[config.mk]
export PLATFORM = sky130hd
export DESIGN_NAME = rank_filter_3x3
export DESIGN_NICKNAME = d
export VERILOG_FILES = /design/src/rtl/rank_filter_3x3.sv
export SDC_FILE = /design/constraint.sdc
export NUM_CORES = 1
export LEC_CHECK = 0
export CORE_MARGIN = 2
export CORE_UTILIZATION = 60
export CTS_BUF_LIST = sky130_fd_sc_hd__clkbuf_2 sky130_fd_sc_hd__clkbuf_4 sky130_fd_sc_hd__clkbuf_8
export DETAILED_ROUTE_END_ITERATION = 16
export PLACE_DENSITY = 0.81
export SLEW_MARGIN = 20
export SYNTH_ARGS = -nofsm -noshare
export SYNTH_HDL_FRONTEND = slang
export SYNTH_SLANG_ARGS = --single-unit
[constraint.sdc]
create_clock -name clk -period 7.5 [get_ports clk]
set_clock_uncertainty 0.15 [all_clocks]
set_input_delay 2.25 -clock clk [delete_from_list [all_inputs] [get_ports clk]]
set_output_delay 2.25 -clock clk [all_outputs]
set_load 0.02 [all_outputs]
[src/rtl/rank_filter_3x3.sv]
// rank_filter_3x3: 3x3 median/min/max/bypass filter with border replacement, fixed 3-cycle latency
module rank_filter_3x3 #(
    parameter int DATA_W      = 8,
    parameter int IMG_W       = 640,
    parameter int IMG_H       = 480,
    parameter bit BORDER_PASS = 1'b1
) (
    input  logic              clk,
    input  logic              rst_n,
    input  logic [1:0]        mode,
    input  logic              in_vsync,
    input  logic              in_href,
    input  logic              in_clken,
    input  logic [DATA_W-1:0] p11,
    input  logic [DATA_W-1:0] p12,
    input  logic [DATA_W-1:0] p13,
    input  logic [DATA_W-1:0] p21,
    input  logic [DATA_W-1:0] p22,
    input  logic [DATA_W-1:0] p23,
    input  logic [DATA_W-1:0] p31,
    input  logic [DATA_W-1:0] p32,
    input  logic [DATA_W-1:0] p33,
    output logic [DATA_W-1:0] out_data,
    output logic              out_vsync,
    output logic              out_href,
    output logic              out_clken
);
    localparam int CW = $clog2(IMG_W);
    localparam int RW = $clog2(IMG_H);
    typedef logic [DATA_W-1:0] pix_t;

    function automatic pix_t max2(input pix_t a, input pix_t b);
        return (a >= b) ? a : b;
    endfunction
    function automatic pix_t min2(input pix_t a, input pix_t b);
        return (a >= b) ? b : a;
    endfunction
    function automatic pix_t max3(input pix_t a, input pix_t b, input pix_t c);
        return max2(max2(a, b), c);
    endfunction
    function automatic pix_t min3(input pix_t a, input pix_t b, input pix_t c);
        return min2(min2(a, b), c);
    endfunction
    function automatic pix_t med3(input pix_t a, input pix_t b, input pix_t c);
        return max2(min2(a, b), min2(max2(a, b), c));
    endfunction

    logic          vsync_q, href_q, armed;
    logic [1:0]    mode_q, mode_eff;
    logic [CW-1:0] col_cnt;
    logic [RW-1:0] row_cnt;
    logic          vs_rise, href_fall, border;
    pix_t          win [9];

    assign vs_rise   = in_vsync & ~vsync_q;
    assign href_fall = ~in_href & href_q;
    assign mode_eff  = vs_rise ? mode : mode_q;
    assign border    = in_clken & in_href & (col_cnt == '0 | col_cnt == CW'(IMG_W - 1) |
                                             row_cnt == '0 | row_cnt == RW'(IMG_H - 1));
    assign win = '{p11, p12, p13, p21, p22, p23, p31, p32, p33};

    // Counters only run once a frame start has been seen since reset
    always_ff @(posedge clk or negedge rst_n) begin
        if (!rst_n) begin
            vsync_q <= 1'b0;
            href_q  <= 1'b0;
            armed   <= 1'b0;
            mode_q  <= 2'b00;
            col_cnt <= '0;
            row_cnt <= '0;
        end else begin
            vsync_q <= in_vsync;
            href_q  <= in_href;
            if (vs_rise) begin
                armed   <= 1'b1;
                mode_q  <= mode;
                col_cnt <= '0;
                row_cnt <= '0;
            end else if (armed) begin
                if (href_fall) begin
                    col_cnt <= '0;
                    if (row_cnt != RW'(IMG_H - 1)) row_cnt <= row_cnt + RW'(1);
                end else if (in_href & in_clken & (col_cnt != CW'(IMG_W - 1))) begin
                    col_cnt <= col_cnt + CW'(1);
                end
            end
        end
    end

    pix_t       s1_hi [3], s1_md [3], s1_lo [3];
    pix_t       s1_c, s2_c, s2_x, s2_y, s2_z, s2_v;
    logic       s1_b, s2_b;
    logic [1:0] s1_m, s2_m;
    logic [2:0] sync_d [3];

    assign s2_v = (s1_m == 2'b01) ? min3(s1_lo[0], s1_lo[1], s1_lo[2]) :
                  (s1_m == 2'b10) ? max3(s1_hi[0], s1_hi[1], s1_hi[2]) : s1_c;

    always_ff @(posedge clk or negedge rst_n) begin
        if (!rst_n) begin
            for (int r = 0; r < 3; r++) begin
                s1_hi[r]  <= '0;
                s1_md[r]  <= '0;
                s1_lo[r]  <= '0;
                sync_d[r] <= '0;
            end
            s1_c     <= '0;
            s1_b     <= 1'b0;
            s1_m     <= 2'b00;
            s2_c     <= '0;
            s2_x     <= '0;
            s2_y     <= '0;
            s2_z     <= '0;
            s2_b     <= 1'b0;
            s2_m     <= 2'b00;
            out_data <= '0;
        end else begin
            for (int r = 0; r < 3; r++) begin
                s1_hi[r] <= max3(win[3*r], win[3*r+1], win[3*r+2]);
                s1_md[r] <= med3(win[3*r], win[3*r+1], win[3*r+2]);
                s1_lo[r] <= min3(win[3*r], win[3*r+1], win[3*r+2]);
            end
            s1_c      <= p22;
            s1_b      <= border;
            s1_m      <= mode_eff;
            sync_d[0] <= {in_vsync, in_href, in_clken};
            sync_d[1] <= sync_d[0];
            sync_d[2] <= sync_d[1];
            // Median keeps the min-of-max / med-of-mid / max-of-min triple; others settle in s2_x
            s2_x     <= (s1_m == 2'b00) ? min3(s1_hi[0], s1_hi[1], s1_hi[2]) : s2_v;
            s2_y     <= med3(s1_md[0], s1_md[1], s1_md[2]);
            s2_z     <= max3(s1_lo[0], s1_lo[1], s1_lo[2]);
            s2_c     <= s1_c;
            s2_b     <= s1_b;
            s2_m     <= s1_m;
            out_data <= s2_b ? (BORDER_PASS ? s2_c : '0) :
                        (s2_m == 2'b00) ? med3(s2_x, s2_y, s2_z) : s2_x;
        end
    end

    assign {out_vsync, out_href, out_clken} = sync_d[2];
endmodule

==> impl_metrics.csv <==
group,metric,value,unit
outcome,status,"finished, violations left",
outcome,violations,"negative setup slack",
clock_network,cts_root_buffer,"clkbuf_8",
setup_path,worstPathArrival,7750,ps
layout,instances_no_fill,1818,
synth,most_common_cell,"ha_1",
layout,nMultiInputCombCells,1006,
pwr,maxPowerGroup,"combinational cells",
synth,top_area_frac,0.309,
clock_network,cts-buffers-inserted,17,
final_timing,max_freq,133,MHz
layout,nNonClkBuffers,202,
pwr,p_total,0.00613,W
setup_path,crit_fanout,8,
hold_path,hold_class,"flop to flop",
pwr,power_frac_seq,0.216,
final_timing,slew_headroom,0.378,
setup_path,timing.rr.end,"s2_y[4]",
layout,syn_to_final_growth,21.3,%
floorplanning,dieArea,0.0221,mm²
synth,xor_area_frac,0.00698,
hold_path,hold_path_end,"sync_d[3]",
drt,first_iter_violations,778,
flow_run,drv_cap,0,
drt,first_pass_iters,5,
setup_path,r2r_start,"s1_md[13]",
setup_path,worst_setup_path_start_kind,"input pin",
synth,synthesis.nets,1631,
final_timing,setup_viol,7,
place,portBuffers,89,
synth,ff_type,"dfrtp_1",
global_routing,grtUsageMet3,0.0540,
synth,ys_sh_simple,0.123,
pwr,ir_drop,0.000314,V
pwr,internal_power,0.00320,W
place,hpwlAfterDp,25400,µm
hold_path,hold_path_depth,0,
final_timing,setup_tns,-74.7,ps
layout,ff_count,155,
final_timing,tightest_slew,933,ps
clock_network,cts-htree-levels,4,
clock_network,ctsResizeCount,0,
synth,syn_inst,1356,
flow_run,warning_count,30,
layout,nClkBuffers,17,
layout,n_all_inverters,153,
layout,drive_gt1_frac,0.169,
layout,lay_top_cells,"ha_1 (190), dfrtp_1 (155), inv_1 (152)",
place,dpl.cell_count,1768,
pwr,powerSeq,0.00133,W
synth,synthArstFlopShare,1.00,
drt,wl_met1,13700,µm
floorplanning,n_tap_cell,270,
drt,wl_met2,15900,µm
setup_path,r2r_slack,1250,ps
clock_network,postCtsHoldBufs,0,
clock_network,post_cts_buffers,0,
floorplanning,io-pin-count,90,
pwr,p_sw,0.00294,W
global_routing,grt_pass1_vias,10400,
drt,wl_met3,2160,µm
synth,ys_area,0.0125,mm²
pwr,p_comb,0.00414,W
synth,synth-edff-count,0,
setup_path,cp_num_cells,27,
final_timing,period_used_share,1.00,
synth,ys_sh_aoi,0.178,
layout,fillers,1384,
drt,drc,0,
setup_path,critical_path_buf_inv_count,6,
final_timing,slew_viol_final,0,
setup_path,reg2reg_depth,20,
place,gp_congestion,0.974,
layout,dominant-cell-class,"logic gates",
layout,bufAreaShareNonClock,0.118,
synth,logic_family,"adder cells",
drt,postRouteAntennaNets,0,
global_routing,grt_pass1_wl,51500,µm
synth,yosysWarnings,0,
layout,seq_area,0.00388,mm²
synth,yosys-stat-cells,1356,
clock_network,cts_tree,"done",
pwr,powerDensity,403,mW/mm²
setup_path,slowest_delay,560,ps
synth,ys_sh_mux,0.126,
drt,vias_per_cell,5.99,
layout,lay_top_count,"ha_1",
setup_path,critPathTopFamily,"AND-OR/OR-AND gates",
setup_path,critPathKind,"input pin to flop",
drt,highest_layer,"met4",
place,placed_area,0.0143,mm²
place,place_ws,-479,ps
floorplanning,initCoreUtil,0.616,
final_timing,finalCriticalPeriod,7520,ps
synth,top_area_cell,"dfrtp_1",
final_timing,worst_slack,-20.4,ps
Power grid:
Bar = 50 µm. Pins as bars on the die edge.
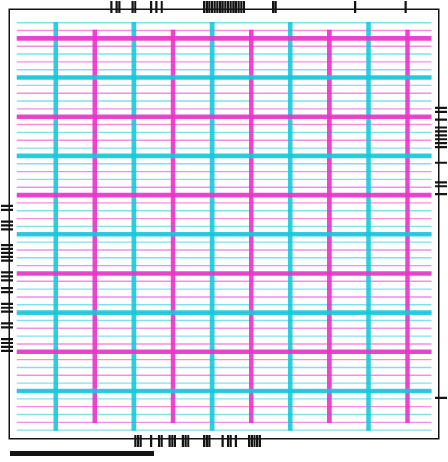
Key: cyan = VSS; magenta = VDD
90 signal pins sit on the boundary. 10 straps on met4.
Die Y: 149 µm
Core ar.: 0.0204 mm²
Die Wd: 149 µm

Placement by cell class:
Bar = 50 µm.
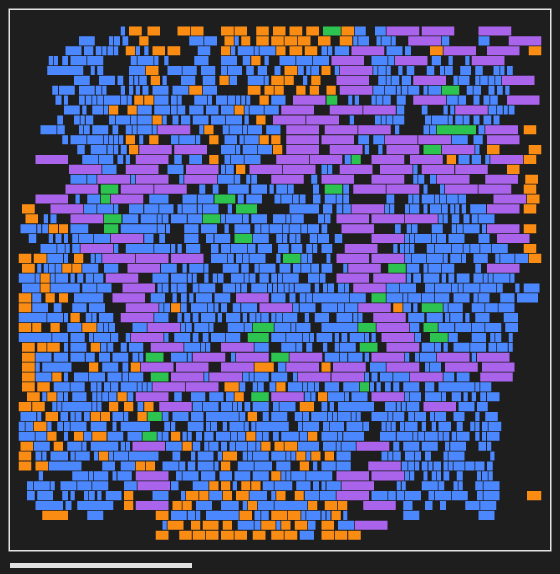
Key: green = clock drivers and dummy loads [cells 32]; orange = remaining buffers and delay cells [cells 202]; blue = combinational and other logic [cells 1159]; purple = sequential cells [cells 155]
Seq/total area: 0.255
Rows: 52
Layout Utilization: 0.747
Final Cell Area: 0.0152 mm²

Clock distribution:
Bar = 50 µm.
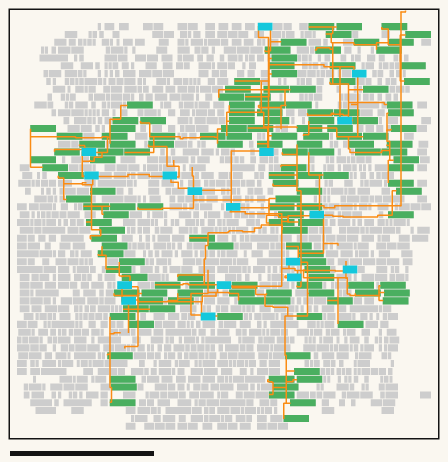
Key: green = flip-flops [count 155]; cyan = clock drivers [count 17]; orange = clock wires [length 1930 µm]
There are 18 routed clock nets.
Latency at later pin: 490 ps
total clock network power: 0.000668 W
Clock Power Share: 0.109

Routed metal, one color a layer:
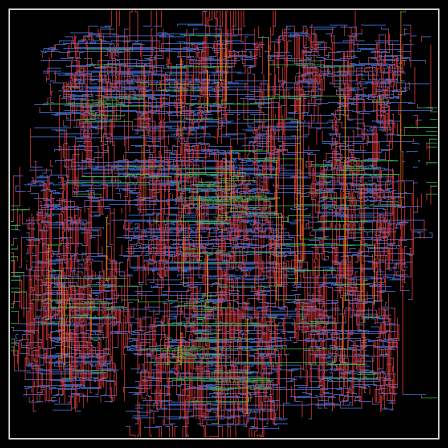
Key: green = metal 3 [wire length 2160 µm]; orange = metal 4 [wire length 1060 µm]; blue = metal 1 [wire length 13700 µm]; red = metal 2 [wire length 15900 µm]
vias: 10900
DRT Wirelength: 32800 µm
Tot GR Track Use: 0.295
per-cell routed wire length: 18.1 µm

Track usage over the die:
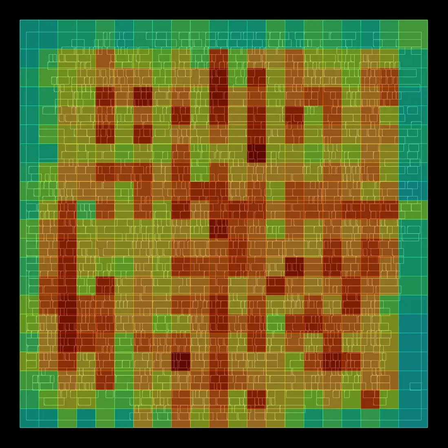
M1 GR Usage: 0.388
GR Util met2: 0.491
busiest grt layer: met2

No activity file was given, so power comes from the tool's default toggle rates.
